===== src/rtl/input_debouncer.sv =====
// input_debouncer: per-channel synchronized, threshold-debounced inputs with edge pulses, sticky pending flags and irq
module input_debouncer #(
    parameter int WIDTH       = 4,
    parameter int SYNC_STAGES = 2,
    parameter int CNT_WIDTH   = 16
) (
    input  logic                 clk,
    input  logic                 rst_n,
    input  logic [WIDTH-1:0]     in,
    input  logic [CNT_WIDTH-1:0] threshold,
    input  logic [WIDTH-1:0]     rise_en,
    input  logic [WIDTH-1:0]     fall_en,
    input  logic [WIDTH-1:0]     clear,
    output logic [WIDTH-1:0]     state,
    output logic [WIDTH-1:0]     rise,
    output logic [WIDTH-1:0]     fall,
    output logic [WIDTH-1:0]     pending,
    output logic                 irq
);
    logic [WIDTH-1:0]     sync_q [SYNC_STAGES];
    logic [WIDTH-1:0]     s;
    logic [CNT_WIDTH-1:0] cnt [WIDTH];
    logic [CNT_WIDTH-1:0] t_m1;
    assign s    = sync_q[SYNC_STAGES-1];
    assign t_m1 = (threshold == '0) ? '0 : threshold - CNT_WIDTH'(1);
    assign irq  = |pending;
    // synchronizer chain, one bit per channel in each stage
    always_ff @(posedge clk or negedge rst_n) begin
        if (!rst_n) begin
            for (int k = 0; k < SYNC_STAGES; k++) sync_q[k] <= '0;
        end else begin
            sync_q[0] <= in;
            for (int k = 1; k < SYNC_STAGES; k++) sync_q[k] <= sync_q[k-1];
        end
    end
    // stability counters; a channel flips once it has mismatched for T edges in a row
    always_ff @(posedge clk or negedge rst_n) begin
        if (!rst_n) begin
            for (int i = 0; i < WIDTH; i++) cnt[i] <= '0;
            state <= '0;
            rise  <= '0;
            fall  <= '0;
        end else begin
            rise <= '0;
            fall <= '0;
            for (int i = 0; i < WIDTH; i++) begin
                if (s[i] == state[i]) begin
                    cnt[i] <= '0;
                end else if (cnt[i] >= t_m1) begin
                    state[i] <= s[i];
                    cnt[i]   <= '0;
                    rise[i]  <= s[i];
                    fall[i]  <= ~s[i];
                end else begin
                    cnt[i] <= cnt[i] + CNT_WIDTH'(1);
                end
            end
        end
    end
    // sticky pending flags; a new enabled edge wins over a simultaneous clear
    always_ff @(posedge clk or negedge rst_n) begin
        if (!rst_n) pending <= '0;
        else        pending <= (pending & ~clear) | (rise & rise_en) | (fall & fall_en);
    end
endmodule


===== config.mk =====
export PLATFORM = sky130hd
export DESIGN_NAME = input_debouncer
export DESIGN_NICKNAME = d
export VERILOG_FILES = /design/src/rtl/input_debouncer.sv
export SDC_FILE = /design/constraint.sdc
export NUM_CORES = 1
export LEC_CHECK = 0
export CORE_ASPECT_RATIO = 0.9
export CORE_MARGIN = 1
export CORE_UTILIZATION = 53
export CTS_CLUSTER_SIZE = 25
export DETAILED_ROUTE_END_ITERATION = 10
export GPL_ROUTABILITY_DRIVEN = 1
export HOLD_SLACK_MARGIN = 0.02
export PLACE_DENSITY = 0.75
export SLEW_MARGIN = 20
export SYNTH_ARGS = -nofsm -noshare
export SYNTH_HDL_FRONTEND = slang
export SYNTH_SLANG_ARGS = --single-unit

===== constraint.sdc =====
create_clock -name clk -period 6.7 [get_ports clk]
set_input_delay 0.67 -clock clk [delete_from_list [all_inputs] [get_ports clk]]
set_output_delay 0.67 -clock clk [all_outputs]
set_load 0.05 [all_outputs]

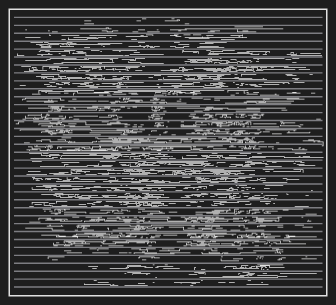
(images/layer_met1.png)
Supply wires on this layer in grey.
wire length on this layer = 5690 um
share of all routed wire = 46%
nets with wire on the layer = 663
main direction = horizontal

==> flow_summary.json <==
{
  "status": "finished, final reports clean",
  "wl_per_cell_um": 16.35,
  "fin_util_pct": 64.44,
  "p_per_area_nw_per_um2": 185.0,
  "final_cell_area_um2": 6305,
  "fill_cells": 814,
  "setup_viol": 0,
  "wl_um": 12290,
  "combGateArea_um2": 3097,
  "peakVddDrop_v": 0.0001576,
  "cp-startpoint": "threshold[4]",
  "worst_pin_slew_ns": 0.8360,
  "fp_util_pct": 55.17,
  "comb_share_pct": 49.12,
  "drive_gt1_share_pct": 3.355,
  "grt_max_degree": 89,
  "rr_worst_depth": 6,
  "final-clk-cell-share_pct": 4.604,
  "period_used_pct": 71.93,
  "rows": 34,
  "crit_fanout": 16,
  "seq_share_pct": 34.93,
  "power_frac_clock_pct": 42.9,
  "clock_latency_ns": 0.35,
  "arrival_ns": 5.07,
  "edf_count": 0,
  "fin_worst_skew_ns": 0.009115,
  "globalRouteMet2Util_pct": 40.86,
  "critical_path.cell_chain": "clkdlybuf4s50_1, nor4_1, nand2_1, nor4_1, xor2_1, nand2_1, ha_1, a21o_1, a21o_1, a2111oi_1, nand4_1, nor2_1",
  "die_width_um": 108.4,
  "ctsHoldBuffers": 0,
  "io_buffers": 50,
  "synth_seq_share_pct": 40.80,
  "grt_pass1_vias": 4262,
  "grt.overflow.total": 0,
  "root_buffer": "clkbuf_16",
  "fp_nets": 671,
  "switching_share_pct": 24.93,
  "logic_gate_count": 457,
  "largest_class": "multi-input combinational cells",
  "inverters": 15,
  "p_leak_nw": 3.021,
  "synthTopCellsByArea": "dfrtp_1 41%, ha_1 16%, xor2_1 7.8%",
  "dr.pass1.iters": 5,
  "drt_iter0_markers": 234,
  "top_area_share_pct": 40.80,
  "place_ws_ns": 1.498,
  "whs_ns": 0.3373,
  "cts.sinks": 88,
  "hp-class": "in2async",
  "slew_violations": 0,
  "top_cell": "nor2_1",
  "cp.depth": 12,
  "cp.required_ns": 6.95,
  "nNetsFinal": 725,
  "ios": 51,
  "place_area_um2": 6011,
  "critPathBufInv": 1,
  "power_mw": 1.166,
  "hold_viol": 0,
  "setup_tns_ns": 0,
  "coreArea_um2": 9784,
  "final_cell_count_no_fill": 752,
  "grt_pass1_wl_um": 20690,
  "rsz0062_at_grt": "false",
  "place_congestion": 0.8761,
  "synthesis.instances": 567,
  "worst_path_largest_cell_delay_ns": 0.75,
  "post-route-min-period_ns": 4.819,
  "ys_cells": 567,
  "drc": 0,
  "clock.fmax_mhz": 207.5,
  "slew_headroom_pct": 43.75,
  "dp.cells": 736,
  "ys_top_cells_by_count": "89 x nor2_1, 88 x dfrtp_1, 70 x ha_1",
  "synth-main-ff-cell": "dfrtp_1",
  "r2r_end": "cnt[9]$_DFF_PN0_",
  "p_comb_share_pct": 9.8,
  "critPathKind": "in2reg",
  "largest_area_cell": "dfrtp_1",
  "layout_setup_ws_ns": 1.881,
  "h-tree-depth": 3,
  "cts_tree": "built",
  "cp-endpoint": "cnt[9]$_DFF_PN0_",
  "syn_area_um2": 5398,
  "ys_area_um2": 5398,
  "seq_area_um2": 2202,
  "grt_util_all_layers_pct": 25.55,
  "ant_nets": 0,
  "yosysWarnings": 0,
  "buf_share_pct": 7.958,
  "async_flop_share_pct": 100.0,
  "warnings": 27,
  "critPathCaptureType": "flop",
  "area_delta_synth_final_pct": 16.81,
  "num-nonclk-buffers": 50,
  "clk_pin_slew_ns": 0.06,
  "syn_avg_cell_area_um2": 9.520,
  "critPathLaunchType": "input port",
  "worstReg2RegStart": "cnt[13]$_DFF_PN0_"
}
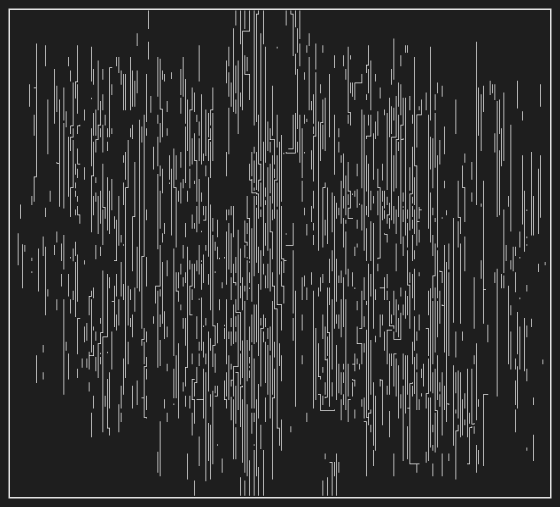
(images/layer_met2.png)
nets with wire on the layer = 603
wire length on this layer = 5810 um
longest straight run = 38.1 um
share of all routed wire = 47%
main direction = vertical

==> power groups by stage <==
stage                     Combinational [mW]  Clock, mW  Sequential, mW
after global placement                 0.109          0           0.561
after detailed placement               0.114          0           0.561
after CTS                              0.115      0.508           0.551
after floorplan                       0.0590          0           0.557
final                                  0.115      0.500           0.552
after global routing                   0.131      0.530           0.553
==> placed cells by master (no fill, tap or decap), types with 4 or more instances in the layout <==
| cell | instances |
|---|---|
| nor2_1 | 89 |
| nor3_1 | 17 |
| nand3_1 | 32 |
| xnor2_1 | 24 |
| nor2b_1 | 5 |
| o311ai_0 | 4 |
| and3_1 | 9 |
| nand4_1 | 16 |
| and4_1 | 4 |
| o21ai_0 | 14 |
| dfrtp_1 | 88 |
| and3b_1 | 8 |
| clkdlybuf4s50_1 | 49 |
| mux2_2 | 4 |
| xor2_1 | 48 |
| ha_1 | 70 |
| inv_1 | 15 |
| a22oi_1 | 4 |
| nand2_1 | 59 |
| a21o_1 | 4 |
| clkbuf_16 | 9 |
| nor4_1 | 4 |
| a21oi_1 | 22 |
==> state kept, by name (all words and copies together), names as in the netlist <==
register  cells
cnt          64
fall          4
state         4
rise          4
pending       4
s             4
sync_q        4
==> per-layer routing <==
metal	wire, um	part of all wire (%)
met1	5690	46
met2	5806	47
met3	544	4.4
met4	250	2.0
met5	0	0
==> cells by family after synthesis <==
kind of cell    after synthesis  synth area share, %
mux                           4               0.8344
simple gates                253                22.00
buf+inv                      22                1.831
flops                        88                40.80
xor+xnor                     72                11.68
fa+ha+maj                    70                16.23
compound gates               58                6.630
==> worst register-to-register path: cells and delay by family (launching register included) <==
kind,cells,cell delay [ns]
adders and majority gates,1,0.32
AOI/OAI and AO/OA,3,0.84
and+or+nand+nor,2,0.96
DFF,1,0.42
Power is estimated from default activity; no workload was simulated.
